[config.mk]
export PLATFORM = sky130hd
export DESIGN_NAME = instr_aligner
export DESIGN_NICKNAME = d
export VERILOG_FILES = /design/src/rtl/instr_aligner.sv
export SDC_FILE = /design/constraint.sdc
export NUM_CORES = 1
export LEC_CHECK = 0
export ABC_CLOCK_PERIOD_IN_PS = 4500
export CAP_MARGIN = 20
export CORE_MARGIN = 2
export CORE_UTILIZATION = 54
export CTS_BUF_LIST = sky130_fd_sc_hd__clkbuf_8
export DETAILED_ROUTE_END_ITERATION = 10
export GPL_TIMING_DRIVEN = 1
export PLACE_DENSITY = 0.86
export SYNTH_ARGS = -nofsm -noshare
export SYNTH_HDL_FRONTEND = slang
export SYNTH_SLANG_ARGS = --single-unit
[constraint.sdc]
create_clock -name clk -period 4.5 [get_ports clk]
set_clock_uncertainty 0.2 [all_clocks]
set_input_delay 1.125 -clock clk [delete_from_list [all_inputs] [get_ports clk]]
set_output_delay 1.125 -clock clk [all_outputs]
set_load 0.03 [all_outputs]
[src/rtl/instr_aligner.sv]
// instr_aligner
// Sits between the instruction fetch bus and decode. It keeps a halfword FIFO
// filled from FETCH_W-bit fetch words and joins 32-bit instructions that
// straddle two fetch words. Compressed (16-bit) instructions are expanded to
// their 32-bit form. It emits one instruction per valid/ready handshake,
// together with its PC.
// Ports:
//   clk, rstn                    clock, asynchronous active-low reset
//   in_flush, in_flush_pc        redirect pulse and halfword-aligned target
//   in_fw_vld/out_fw_rdy         fetch word handshake
//   in_fw_data, in_fw_pc         fetch word (little-endian halfwords) and its address
//   out_ir_vld/in_ir_rdy         instruction handshake toward decode
//   out_ir, out_cif, out_pc      expanded instruction, 16-bit source flag, its PC
module instr_aligner #(
  parameter int unsigned FETCH_W  = 32,
  parameter int unsigned BUF_HW   = 4,
  parameter logic [31:0] RESET_PC = 32'h0000_0000
) (
  input  logic               clk,
  input  logic               rstn,
  input  logic               in_flush,
  input  logic [31:0]        in_flush_pc,
  input  logic               in_fw_vld,
  output logic               out_fw_rdy,
  input  logic [FETCH_W-1:0] in_fw_data,
  input  logic [31:0]        in_fw_pc,
  output logic               out_ir_vld,
  input  logic               in_ir_rdy,
  output logic [31:0]        out_ir,
  output logic               out_cif,
  output logic [31:0]        out_pc
);

  localparam int unsigned NHW   = FETCH_W / 16;
  localparam int unsigned BYTES = FETCH_W / 8;
  localparam int unsigned OFFW  = $clog2(BYTES);
  localparam int unsigned SKW   = OFFW - 1;
  localparam int unsigned PW    = (BUF_HW > 1) ? $clog2(BUF_HW) : 1;
  localparam int unsigned CW    = $clog2(BUF_HW + 1);

  localparam logic [31:0] ILLEGAL_INSTR = 32'h0000_0000;
  localparam logic [6:0]  OP_IMM  = 7'b0010011;
  localparam logic [6:0]  OP_OP   = 7'b0110011;
  localparam logic [6:0]  OP_LD   = 7'b0000011;
  localparam logic [6:0]  OP_ST   = 7'b0100011;
  localparam logic [6:0]  OP_LUI  = 7'b0110111;
  localparam logic [6:0]  OP_JAL  = 7'b1101111;
  localparam logic [6:0]  OP_JALR = 7'b1100111;
  localparam logic [6:0]  OP_BR   = 7'b1100011;

  // Pointer increment modulo BUF_HW (depth need not be a power of two).
  function automatic logic [PW-1:0] ptr_add(input logic [PW-1:0] p, input logic [31:0] k);
    logic [31:0] s;
    s = 32'(p) + k;
    if (s >= BUF_HW) s = s - BUF_HW;
    else             s = s;
    return s[PW-1:0];
  endfunction

  // RV32C to RV32I expansion; reserved or unsupported encodings give ILLEGAL_INSTR.
  function automatic logic [31:0] rvc_expand(input logic [15:0] c);
    logic [31:0] r;
    logic [4:0]  rd, rs2, rdp, rs1p;
    logic [11:0] imm6;
    logic [20:1] jimm;
    logic [12:1] bimm;
    r    = ILLEGAL_INSTR;
    rd   = c[11:7];
    rs2  = c[6:2];
    rdp  = {2'b01, c[4:2]};
    rs1p = {2'b01, c[9:7]};
    imm6 = {{6{c[12]}}, c[12], c[6:2]};
    jimm = {{10{c[12]}}, c[8], c[10:9], c[6], c[7], c[2], c[11], c[5:3]};
    bimm = {{5{c[12]}}, c[6:5], c[2], c[11:10], c[4:3]};
    case ({c[15:13], c[1:0]})
      5'b000_00: if (c[12:5] != 8'h00)   // c.addi4spn
                   r = {2'b00, c[10:7], c[12:11], c[5], c[6], 2'b00, 5'd2, 3'b000, rdp, OP_IMM};
                 else r = ILLEGAL_INSTR;
      5'b010_00: r = {5'b00000, c[5], c[12:10], c[6], 2'b00, rs1p, 3'b010, rdp, OP_LD};
      5'b110_00: r = {5'b00000, c[5], c[12], rdp, rs1p, 3'b010, c[11:10], c[6], 2'b00, OP_ST};
      5'b000_01: r = {imm6, rd, 3'b000, rd, OP_IMM};                               // c.addi / c.nop
      5'b001_01: r = {jimm[20], jimm[10:1], jimm[11], jimm[19:12], 5'd1, OP_JAL};  // c.jal
      5'b010_01: r = {imm6, 5'd0, 3'b000, rd, OP_IMM};                             // c.li
      5'b011_01: if ({c[12], c[6:2]} == 6'd0) r = ILLEGAL_INSTR;
                 else if (rd == 5'd2)         // c.addi16sp
                   r = {{3{c[12]}}, c[4:3], c[5], c[2], c[6], 4'b0000, 5'd2, 3'b000, 5'd2, OP_IMM};
                 else r = {{15{c[12]}}, c[6:2], rd, OP_LUI};                       // c.lui
      5'b100_01: case (c[11:10])
                   2'b00: if (c[12]) r = ILLEGAL_INSTR;
                          else r = {7'b0000000, c[6:2], rs1p, 3'b101, rs1p, OP_IMM};
                   2'b01: if (c[12]) r = ILLEGAL_INSTR;
                          else r = {7'b0100000, c[6:2], rs1p, 3'b101, rs1p, OP_IMM};
                   2'b10: r = {imm6, rs1p, 3'b111, rs1p, OP_IMM};
                   2'b11: if (c[12]) r = ILLEGAL_INSTR;
                          else case (c[6:5])
                            2'b00:   r = {7'b0100000, rdp, rs1p, 3'b000, rs1p, OP_OP};
                            2'b01:   r = {7'b0000000, rdp, rs1p, 3'b100, rs1p, OP_OP};
                            2'b10:   r = {7'b0000000, rdp, rs1p, 3'b110, rs1p, OP_OP};
                            2'b11:   r = {7'b0000000, rdp, rs1p, 3'b111, rs1p, OP_OP};
                            default: r = ILLEGAL_INSTR;
                          endcase
                   default: r = ILLEGAL_INSTR;
                 endcase
      5'b101_01: r = {jimm[20], jimm[10:1], jimm[11], jimm[19:12], 5'd0, OP_JAL};   // c.j
      5'b110_01: r = {bimm[12], bimm[10:5], 5'd0, rs1p, 3'b000, bimm[4:1], bimm[11], OP_BR};
      5'b111_01: r = {bimm[12], bimm[10:5], 5'd0, rs1p, 3'b001, bimm[4:1], bimm[11], OP_BR};
      5'b000_10: if (c[12]) r = ILLEGAL_INSTR;
                 else r = {7'b0000000, c[6:2], rd, 3'b001, rd, OP_IMM};            // c.slli
      5'b010_10: if (rd == 5'd0) r = ILLEGAL_INSTR;
                 else r = {4'b0000, c[3:2], c[12], c[6:4], 2'b00, 5'd2, 3'b010, rd, OP_LD};
      5'b100_10: if (!c[12]) begin
                   if (rs2 != 5'd0)     r = {7'b0000000, rs2, 5'd0, 3'b000, rd, OP_OP};  // c.mv
                   else if (rd != 5'd0) r = {12'h000, rd, 3'b000, 5'd0, OP_JALR};        // c.jr
                   else                 r = ILLEGAL_INSTR;
                 end else begin
                   if (rs2 != 5'd0)     r = {7'b0000000, rs2, rd, 3'b000, rd, OP_OP};    // c.add
                   else if (rd != 5'd0) r = {12'h000, rd, 3'b000, 5'd1, OP_JALR};        // c.jalr
                   else                 r = 32'h0010_0073;                               // c.ebreak
                 end
      5'b110_10: r = {4'b0000, c[8:7], c[12], rs2, 5'd2, 3'b010, c[11:9], 2'b00, OP_ST};
      default:   r = ILLEGAL_INSTR;
    endcase
    return r;
  endfunction

  logic [15:0]    buf_r [BUF_HW];
  logic [PW-1:0]  head_r, tail_r;
  logic [CW-1:0]  cnt_r;
  logic [31:0]    head_pc_r, exp_fw_pc_r;
  logic [SKW-1:0] skip_r;

  logic        fw_rdy_s, is16_s, ir_vld_s, pop_s, push_s;
  logic [15:0] head_hw_s, next_hw_s;
  logic [31:0] pop_n_s, push_n_s;
  logic        unused_s;

  assign unused_s = in_flush_pc[0];

  // Handshake decisions and halfword counts from registered state.
  always_comb begin
    fw_rdy_s  = ((32'(cnt_r) + NHW) <= BUF_HW);
    head_hw_s = buf_r[head_r];
    next_hw_s = buf_r[ptr_add(head_r, 32'd1)];
    is16_s    = (head_hw_s[1:0] != 2'b11);
    ir_vld_s  = !in_flush && ((cnt_r >= CW'(1) && is16_s) || (cnt_r >= CW'(2) && !is16_s));
    pop_s     = ir_vld_s && in_ir_rdy;
    pop_n_s   = pop_s ? (is16_s ? 32'd1 : 32'd2) : 32'd0;
    // A word at the wrong address is stale: it is consumed but never pushed.
    push_s    = in_fw_vld && fw_rdy_s && !in_flush && (in_fw_pc == exp_fw_pc_r);
    push_n_s  = push_s ? (NHW - 32'(skip_r)) : 32'd0;
  end

  assign out_fw_rdy = fw_rdy_s;
  assign out_ir_vld = ir_vld_s;
  assign out_cif    = is16_s;
  assign out_pc     = head_pc_r;
  assign out_ir     = is16_s ? rvc_expand(head_hw_s) : {next_hw_s, head_hw_s};

  // FIFO, pointers, PCs and skip; a flush overrides any push or pop.
  always_ff @(posedge clk or negedge rstn) begin
    if (!rstn) begin
      head_r      <= '0;
      tail_r      <= '0;
      cnt_r       <= '0;
      head_pc_r   <= RESET_PC;
      exp_fw_pc_r <= {RESET_PC[31:OFFW], {OFFW{1'b0}}};
      skip_r      <= RESET_PC[OFFW-1:1];
      for (int i = 0; i < int'(BUF_HW); i++) buf_r[i] <= 16'h0000;
    end else if (in_flush) begin
      head_r      <= '0;
      tail_r      <= '0;
      cnt_r       <= '0;
      head_pc_r   <= {in_flush_pc[31:1], 1'b0};
      exp_fw_pc_r <= {in_flush_pc[31:OFFW], {OFFW{1'b0}}};
      skip_r      <= in_flush_pc[OFFW-1:1];
    end else begin
      if (push_s) begin
        // Halfwords below the redirect target's offset are dropped.
        for (int i = 0; i < int'(NHW); i++) begin
          if (32'(i) >= 32'(skip_r))
            buf_r[ptr_add(tail_r, 32'(i) - 32'(skip_r))] <= in_fw_data[16*i +: 16];
        end
        tail_r      <= ptr_add(tail_r, push_n_s);
        skip_r      <= '0;
        exp_fw_pc_r <= exp_fw_pc_r + 32'(BYTES);
      end
      if (pop_s) begin
        head_r    <= ptr_add(head_r, pop_n_s);
        head_pc_r <= head_pc_r + (is16_s ? 32'd2 : 32'd4);
      end
      cnt_r <= CW'(32'(cnt_r) + push_n_s - pop_n_s);
    end
  end

endmodule
run_1/wires.png
The bar under the picture is 50 µm long. Two of the layers only.
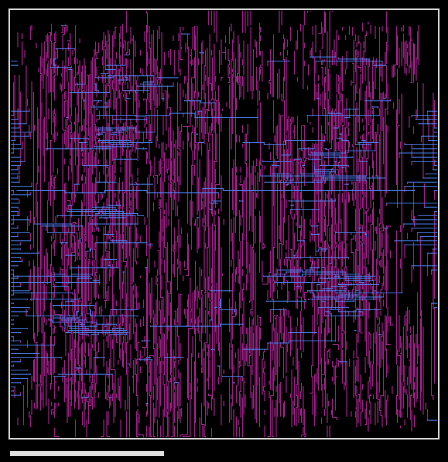
[metal 3] blue | wire length: 2,320 µm
[metal 2] magenta | wire length: 16,600 µm

run_1/clk_routes.png
The bar under the picture is 50 µm long.
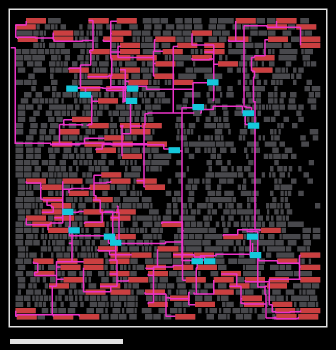
[clock drivers] cyan | count: 17
[flip-flops] red | count: 133
[clock wires] magenta | length: 1,930 µm
routed clock nets: 18

run_1/placement_by_type.png
Fill, decap, tap and diode cells in gray.
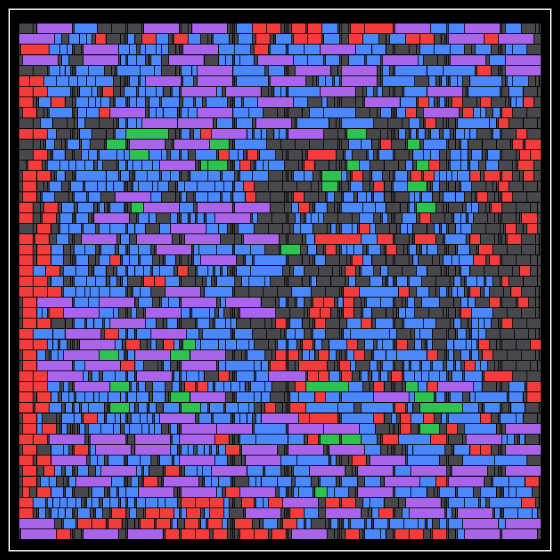
[clock drivers and dummy loads] green | cells: 31 | share of their area: 3.4%
[remaining buffers and delay cells] red | cells: 261 | share of their area: 19%
[combinational and other logic] blue | cells: 857 | share of their area: 51%
[sequential cells] purple | cells: 133 | share of their area: 26%

run_1/clocks.png
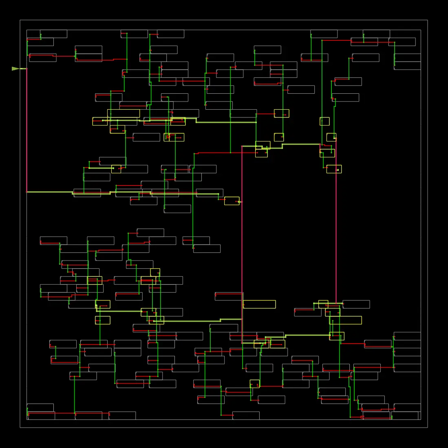
number of buffers inserted during clock tree synthesis: 17
number of clock sinks: 133

==> Changelog: implementation, run 1 <==
### Implementation results

- Ordered list of cells on the worst path: buf_12 > mux4_2 > buf_4 > nor4b_2 > o21a_1 > a211o_1 > buf_4 > nor3_1 > o21ai_1 > buf_4
- Count of different cell masters after synthesis: 75
- Kind of critical path: register to primary output
- Post-layout period usage of the worst path: 100%
- Met2 layer usage reported by global route: 59.9%
- Core outline area: 18,000 µm²
- Worst path max stage delay: 0.58 ns
- Filler Cells Inserted: 1,362
- Setup repair after global routing missed its margin: yes
- Cts hold-fix bufs: 0
- Terminating pin of the worst hold path: buf_r[19]
- Status: complete, but fails checks
- Routability-driven placement congestion ratio: 0.970
- Post-DR wirelength/cell: 22.6 µm
- Antenna violations before repair: 0
- Critical register-to-register path endpoint: out_pc[31]
- Rel. slew slack: 34.3%
- Number of resized instances in the post-cts repair step: 23
- Cell area after synthesis: 9900 µm²
- Register bank with the most flops: buf_r
- GR Overflow Total: 0
- Fraction of final layout cells with drive strength greater than 1: 25.0%
- Total length of routed wires: 34.1 mm
- Adders+Majority by Area: 2.12%
- Part of the Yosys area used for sequential elements: 33.6%
- Most common cell type on the critical path: sky130_fd_sc_hd__buf_4
- Startpoint of the lowest-slack hold path: buf_r[19]
- Number of warnings issued by yosys: 0
- Die area: 19,400 µm²
- Yosys synthesis chip area: 9900 µm²
- Ys cells: 1,056
- Post-route total power: 3130 µW
- Reported max-cap violation count: 0
- Post-synth EDFFs: 0
- Sum of met3 wire segment lengths after detailed routing: 2.32 mm
- Most common cell after layout, fill and taps aside: sky130_fd_sc_hd__dfrtp_1
- Critical Path Source Type: register
- Simple-Gate Fraction of Synth Area: 18.5%
- Starting density of the core: 55.1%
- Slowest cell on crit path: sky130_fd_sc_hd__mux4_2
- Pins Over Slew Limit: 0
- Dominant Register Cell: sky130_fd_sc_hd__dfrtp_1
- Hold Crit Class: register to register
- Syn nets: 1,172
- Violations in the final reports: setup timing
- Root Buffer: sky130_fd_sc_hd__clkbuf_8
- Capturing instance or port of the critical path: out_ir[8]
- Total of flip-flops plus latches after synthesis: 133
- Global-route track usage on met1: 43.9%
- Number of detailed-routing iterations run before antenna repair: 6
- Area Overhead vs Synth: 30.7%
- Power per Cell Area: 242 nW/µm²
- Vias: 9,695
- Critical register-to-register path startpoint: head_r[0]
- Grt peak-use layer: met2
- Most frequent cells in the layout: sky130_fd_sc_hd__dfrtp_1 (131), sky130_fd_sc_hd__clkdlybuf4s50_1 (129), sky130_fd_sc_hd__nand2_1 (120)
- Worst slack at placement: -0.153 ns
- Worst-Margin Slew: 0.984 ns
- Top Ports: 168
- Drt initial violations: 751
- Fraction of synthesized cell area in xor and xnor cells: 6.02%
- Warning total across the stage logs: 32
- Least setup slack across all paths after layout: -0.0151 ns
- Pin count of the biggest net entering global routing: 97
- Critical path endpoint category: primary output
- Critical Path AT: 3.19 ns
- Worst r2r path cells: 14
- Skew-Pair Late Insertion Delay: 0.45 ns
- Data required time at the worst endpoint: 3.17 ns
- Mean post-synth cell area: 9.37 µm²
- Die boundary width: 139 µm
- Flip-flop count of the largest register after layout: 64
- Number of post-CTS setup repair buffers: 14
- Achievable Freq: 221 MHz
- Leakage power figure: 0.00548 µW
- Cell count after synthesis: 1,056
- Synthesized-area fraction occupied by ao, oa, aoi and oai cells: 16.6%
- Number of endpoints failing setup at the final stage: 2
- Number of global-route vias before repair: 9,772
==> run 1: where the power goes <==
group	internal (µW)	switching, µW	total [µW]	leakage (µW)
combinational	314	350	663	0.00352
sequential	1250	93.3	1350	0.00173
clock	587	537	1120	0.000219
==> run 1: worst max-delay path, delay by kind of cell, from the launching register on <==
kind                   cells  cell delay [ns]
AOI/OAI and AO/OA          3             0.57
buffers and inverters      4             0.77
DFF                        1             0.46
muxes                      1             0.58
and+or+nand+nor            2             0.37
==> run 1: layout make-up <==
class                           count  area, µm²  share of cell area (%)
Clock buffer                       19        262                    2.02
Clock inverter                     12        168                    1.30
Inverter                           28        105                   0.813
Multi-Input combinational cell    829       6350                    49.1
Sequential cell                   133       3330                    25.7
Tap cell                          229        287                    2.22
Timing Repair Buffer              261       2430                    18.8
==> run 1: through the flow <==
stage	instances	util (%)	hold slack, ns	area [µm²]
after floorplan	1056	-	0.261	9900
after global placement	1459	67.5	0.275	12100
after detailed placement	1459	67.5	0.297	12100
after CTS	1505	71.3	0.317	12800
after global routing	1511	72.0	0.352	12900
final	1511	72.0	0.314	12900
==> run 1: synthesized netlist by cell type, drive strengths merged, types with 7 or more instances <==
library cell	count	area (µm²)
mux2	73	822
nand2b	10	62.6
a21o	22	165
ha	12	150
nor3b	7	52.6
nor3	35	175
nand2	120	450
nor4	25	178
clkbuf	43	161
xnor2	37	324
inv	28	105
or3	8	50.1
a22oi	7	52.6
a21oi	22	118
o21ai	106	531
dfrtp	133	3330
mux4	31	698
and3	12	75.1
o211ai	9	67.6
nand4	16	100
mux2i	37	370
o31ai	15	113
buf	23	131
xor2	31	272
nand3	46	230
nor2b	10	62.6
nor2	41	156
==> run 1: cells by family after synthesis <==
family,Yosys count
compound gates,244
xor+xnor,68
fa+ha+maj,15
buf+inv,94
flops,133
mux,141
other cells,1
simple gates,360
==> run 2: changes to the inputs <==
--- a/config.mk
+++ b/config.mk
@@ -8,11 +8,12 @@
 export ABC_CLOCK_PERIOD_IN_PS = 4500
 export CAP_MARGIN = 20
 export CORE_MARGIN = 2
-export CORE_UTILIZATION = 54
-export CTS_BUF_LIST = sky130_fd_sc_hd__clkbuf_8
+export CORE_UTILIZATION = 45
+export CTS_BUF_LIST = sky130_fd_sc_hd__clkbuf_4 sky130_fd_sc_hd__clkbuf_8 sky130_fd_sc_hd__clkbuf_16
 export DETAILED_ROUTE_END_ITERATION = 10
 export GPL_TIMING_DRIVEN = 1
-export PLACE_DENSITY = 0.86
+export PLACE_DENSITY = 0.74
 export SYNTH_ARGS = -nofsm -noshare
 export SYNTH_HDL_FRONTEND = slang
 export SYNTH_SLANG_ARGS = --single-unit
+export TNS_END_PERCENT = 30
==> run 2 against run 1 <==
Net effect:
- the run now ends clean
- critical path type unchanged
- non-clock buffer count rose by 7
- cell count rose by 4.0%
- largest power group is now clock
- synthesized cell count unchanged
- clock-buffer cell count is 2 lower
- flip-flop count unchanged
- area after synthesis unchanged
==> Changelog: implementation, run 2 <==
### Implementation results

- Status: completed
- Cell area after synthesis: 9900 µm²
- Total of flip-flops plus latches after synthesis: 133
- Register bank with the most flops: buf_r
- Number of global-route vias before repair: 9,653
- Antenna violations before repair: 0
- Ys cells: 1,056
- Yosys top cell by instances: sky130_fd_sc_hd__dfrtp_1
- Yosys synthesis chip area: 9900 µm²
- Count of different cell masters after synthesis: 75
- Yosys top cell by area: sky130_fd_sc_hd__dfrtp_1
- Number of warnings issued by yosys: 0
- Leakage power figure: 0.00556 µW
- Simple-Gate Fraction of Synth Area: 18.5%
- Ordered list of cells on the worst path: buf_12 > buf_4 > buf_12 > mux4_2 > inv_1 > and2_4 > buf_6 > o22ai_2 > o32ai_1 > nand4_1 > buf_4
- Post-synth EDFFs: 0
- Area share of the leading cell type in the synthesized netlist: 33.6%
- Least setup slack across all paths after layout: 0.0645 ns
- Mean post-synth cell area: 9.37 µm²
- Filler Cells Inserted: 1,853
- Fraction of final layout cells with drive strength greater than 1: 25.2%
- Flop pwr share: 39.2%
- Hold Crit Class: register to register
- Net switching component of the power: 1120 µW
- Starting density of the core: 45.6%
- Proportion of power drawn by combinational gates: 19.3%
- Proportion of total power due to net switching: 32.4%
- Number of buffers inserted during clock tree synthesis: 17
- Adders+Majority by Area: 2.12%
- Die area: 23,200 µm²
- Pin count of the biggest net entering global routing: 88
- Number of buffers and inverters on the critical path: 6
- Worst path max stage delay: 0.59 ns
- Achievable Freq: 225 MHz
- Core outline area: 21,700 µm²
- Dominant delay contributor by cell family on the critical path: buffers and inverters
- Worst slack at placement: -0.259 ns
- Design internal power: 2320 µW
- Fraction of synthesized cell area in xor and xnor cells: 6.02%
- Setup repair after global routing missed its margin: yes
- Number of clock sinks: 133
- GR Overflow Total: 0
- Power share of the clock group: 41.4%
- Cell count after synthesis: 1,056
- Kind of critical path: register to primary output
- Post-DR wirelength/cell: 22.0 µm
- Routability-driven placement congestion ratio: 1.04
[run 2: cell counts after synthesis]
Identical to the previous run, type by type.
[run 2: stage by stage]
step	area [µm²]	hold slack [ns]	utilization [%]
3_5_place_dp	12200	0.292	56.4
5_1_grt	13200	0.320	60.8
2_1_floorplan	9900	0.261	-
6_report	13200	0.306	60.8
4_1_cts	13000	0.307	59.8
3_3_place_gp	12200	0.275	56.4
[run 2: worst paths after layout]
kind	startpoint	to	slack [ns]	cells after the start
min	buf_r[21]	buf_r[21]	0.31	2
min reg2reg	buf_r[21]	buf_r[21]	0.31	2
min in group asynchronous	rstn	exp_fw_pc_r[11]	0.55	1
max in group asynchronous	rstn	exp_fw_pc_r[24]	2.62	2
max reg2reg	head_r[0]	cnt_r[2]	0.62	14
max	head_r[0]	out_ir[23]	0.06	11
[run 2: power groups by stage]
| stage | Combinational (µW) | Clock, µW | Sequential, µW |
|---|---|---|---|
| after floorplan | 314 | 0 | 1390 |
| after global placement | 643 | 0 | 1370 |
| after CTS | 664 | 1450 | 1350 |
| after detailed placement | 657 | 0 | 1370 |
| after global routing | 721 | 1490 | 1360 |
| final | 665 | 1430 | 1350 |
[run 2: per-layer routing]
metal	vias to the layer above	part of all wire [%]	routed length [µm]	global-route usage, %
met5	-	0	0	0
met4	0	5.6	1940	16.5
met3	108	7.6	2640	5.43
met2	491	47	16300	47.6
met1	4646	40	13700	37.4
li1	4387	-	-	-
[run 2: layout make-up]
cell class	count	area, µm²	area share (%)
repair buffers	268	2450	18.6
multi-input cells	830	6350	48.1
well taps	280	350	2.66
flip-flops and latches	133	3330	25.2
inverters	28	105	0.797
clock inverters	15	180	1.37
clock buffers	17	425	3.22
[run 2: timing repair]
item,in CTS,in global routing
gates cloned,2,0
setup buffers,6,12
setup endpoints to repair,10,24
pin swaps,0,4
gates resized,14,23
run_2/clocks.png
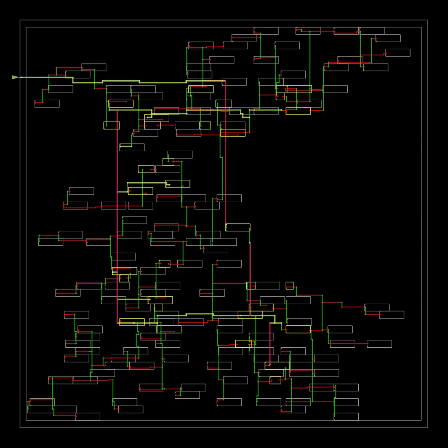
Skew-Pair Late Insertion Delay: 0.44 ns
power in the clock group: 1430 µW

==> run 3: changes to the inputs <==
--- a/config.mk
+++ b/config.mk
@@ -12,7 +12,7 @@
 export CTS_BUF_LIST = sky130_fd_sc_hd__clkbuf_4 sky130_fd_sc_hd__clkbuf_8 sky130_fd_sc_hd__clkbuf_16
 export DETAILED_ROUTE_END_ITERATION = 10
 export GPL_TIMING_DRIVEN = 1
-export PLACE_DENSITY = 0.74
+export PLACE_DENSITY_LB_ADDON = 0.05
 export SYNTH_ARGS = -nofsm -noshare
 export SYNTH_HDL_FRONTEND = slang
 export SYNTH_SLANG_ARGS = --single-unit
==> run 3 against run 2 <==
Net effect:
- clock-buffer cell count up 1
- flip-flop count unchanged
- cell area down 1.6%
- worst hold slack better by 0.0017 ns
- global-route usage down 0.32 points
- register-to-register slack better by 0.05 ns
- first-iteration DRC count down 28%
- combinational power about the same
- sequential share of layout area up 0.40 points
- highest routed layer unchanged
- die area unchanged
- via count down 3.4%
==> Changelog: implementation, run 3 <==
### Implementation results

- Number of endpoints failing setup at the final stage: 0
- Leading cell types by total area after synthesis: sky130_fd_sc_hd__dfrtp_1 (34%), sky130_fd_sc_hd__mux2_2 (8.3%), sky130_fd_sc_hd__mux4_2 (7.1%)
- Least setup slack across all paths after layout: 0.0994 ns
- Part of the Yosys area used for sequential elements: 33.6%
- Minimum hold slack: 0.308 ns
- Design internal power: 2400 µW
- Post-layout period usage of the worst path: 97.8%
- Dominant delay contributor by cell family on the critical path: buffers and inverters
- Skew-Pair Late Insertion Delay: 0.42 ns
- Warning total across the stage logs: 30
- Net switching component of the power: 1020 µW
- Antenna violations before repair: 0
- Worst slack at placement: -0.174 ns
- Worst path max stage delay: 0.61 ns
- Drt initial violations: 561
- GR Overflow Total: 0
- Root Buffer: sky130_fd_sc_hd__clkbuf_16
- Cell count after synthesis: 1,056
- Total of flip-flops plus latches after synthesis: 133
- Power per Cell Area: 263 nW/µm²
- Cts hold-fix bufs: 0
- Yosys top cell by instances: sky130_fd_sc_hd__dfrtp_1
- Total placed instance area: 12,300 µm²
- Post-synth EDFFs: 0
- Leakage power figure: 0.00543 µW
- Slowest cell on crit path: sky130_fd_sc_hd__mux4_2
- Yosys synthesis chip area: 9900 µm²
- Core outline area: 21,700 µm²
- Count of placed standard cells including taps: 1,521
- Routability-driven placement congestion ratio: 0.942
- Post-route insts no fill: 1,558
- Area share of the leading cell type in the synthesized netlist: 33.6%
- Number of global-route vias before repair: 9,468
- Flip-flop count of the largest register after layout: 64
- Fraction of final layout cells with drive strength greater than 1: 23.9%
- Most common library cells after synthesis: sky130_fd_sc_hd__dfrtp_1 (133), sky130_fd_sc_hd__nand2_1 (120), sky130_fd_sc_hd__o21ai_0 (98), sky130_fd_sc_hd__mux2_2 (73), sky130_fd_sc_hd__nand3_1 (46)
- Proportion of total power due to net switching: 29.9%
- Design area: 13,000 µm²
- Number of clock sinks: 133
- Die boundary width: 152 µm
- Mean post-synth cell area: 9.37 µm²
- Register bank with the most flops: buf_r
- Kind of critical path: register to primary output
- Status: completed
- Reported max-cap violation count: 0
- Post-DR wirelength/cell: 21.7 µm
- Top Ports: 168
## run 3: final timing paths
check,startpoint,endpoint,slack (ns)
max,head_r[0],out_ir[13],0.1
min,buf_r[24],buf_r[24],0.31
max reg2reg,head_r[0],cnt_r[2],0.67
min reg2reg,buf_r[24],buf_r[24],0.31
max in group asynchronous,rstn,buf_r[39],2.74
min in group asynchronous,rstn,buf_r[40],0.53
## run 3: cell type report
type | instances | area [µm²]
flip-flops and latches | 133 | 3330
clock buffers | 18 | 433
repair buffers | 256 | 2340
inverters | 28 | 105
well taps | 280 | 350
multi-input cells | 829 | 6270
fillers | 1995 | 8700
clock inverters | 14 | 153
## run 3: what timing repair did
item | 4_1_cts | 5_1_grt
gates resized | 7 | 23
pin swaps | 0 | 1
hold endpoints to repair | 0 | 0
setup endpoints to repair | 11 | 20
setup buffers | 3 | 2
## run 3: cell families after synthesis
family | Yosys count | synth area share [%]
AOI/OAI and AO/OA | 244 | 16.6
buffers and inverters | 94 | 4.02
xor gates and xnor gates | 68 | 6.02
and+or+nand+nor | 360 | 18.5
other | 1 | 0.0379
DFF | 133 | 33.6
muxes | 141 | 19.1
adders and majority gates | 15 | 2.12
## run 3: per-layer routing
| metal | wire length (µm) | vias to the layer above | track usage [%] |
|---|---|---|---|
| met4 | 1240 | 0 | 12.5 |
| li1 | - | 4351 | - |
| met2 | 17300 | 340 | 51.8 |
| met3 | 1870 | 69 | 4.44 |
| met1 | 13400 | 4545 | 35.1 |
| met5 | 0 | - | 0 |
## run 3: power groups by stage
stage | Clock (µW) | Combinational, µW | Sequential [µW]
floorplan | 0 | 314 | 1390
global route | 1480 | 721 | 1360
detailed placement | 0 | 665 | 1370
finish | 1410 | 663 | 1350
global placement | 0 | 660 | 1370
CTS | 1420 | 670 | 1340
run_3/wires.png
The bar under the picture is 50 µm long. Two of the layers only.
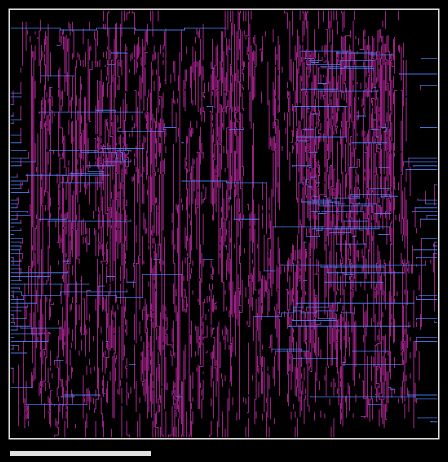
[metal 2] magenta | wire length: 17,300 µm
[metal 3] blue | wire length: 1,870 µm

Power is estimated from default activity; no workload was simulated.
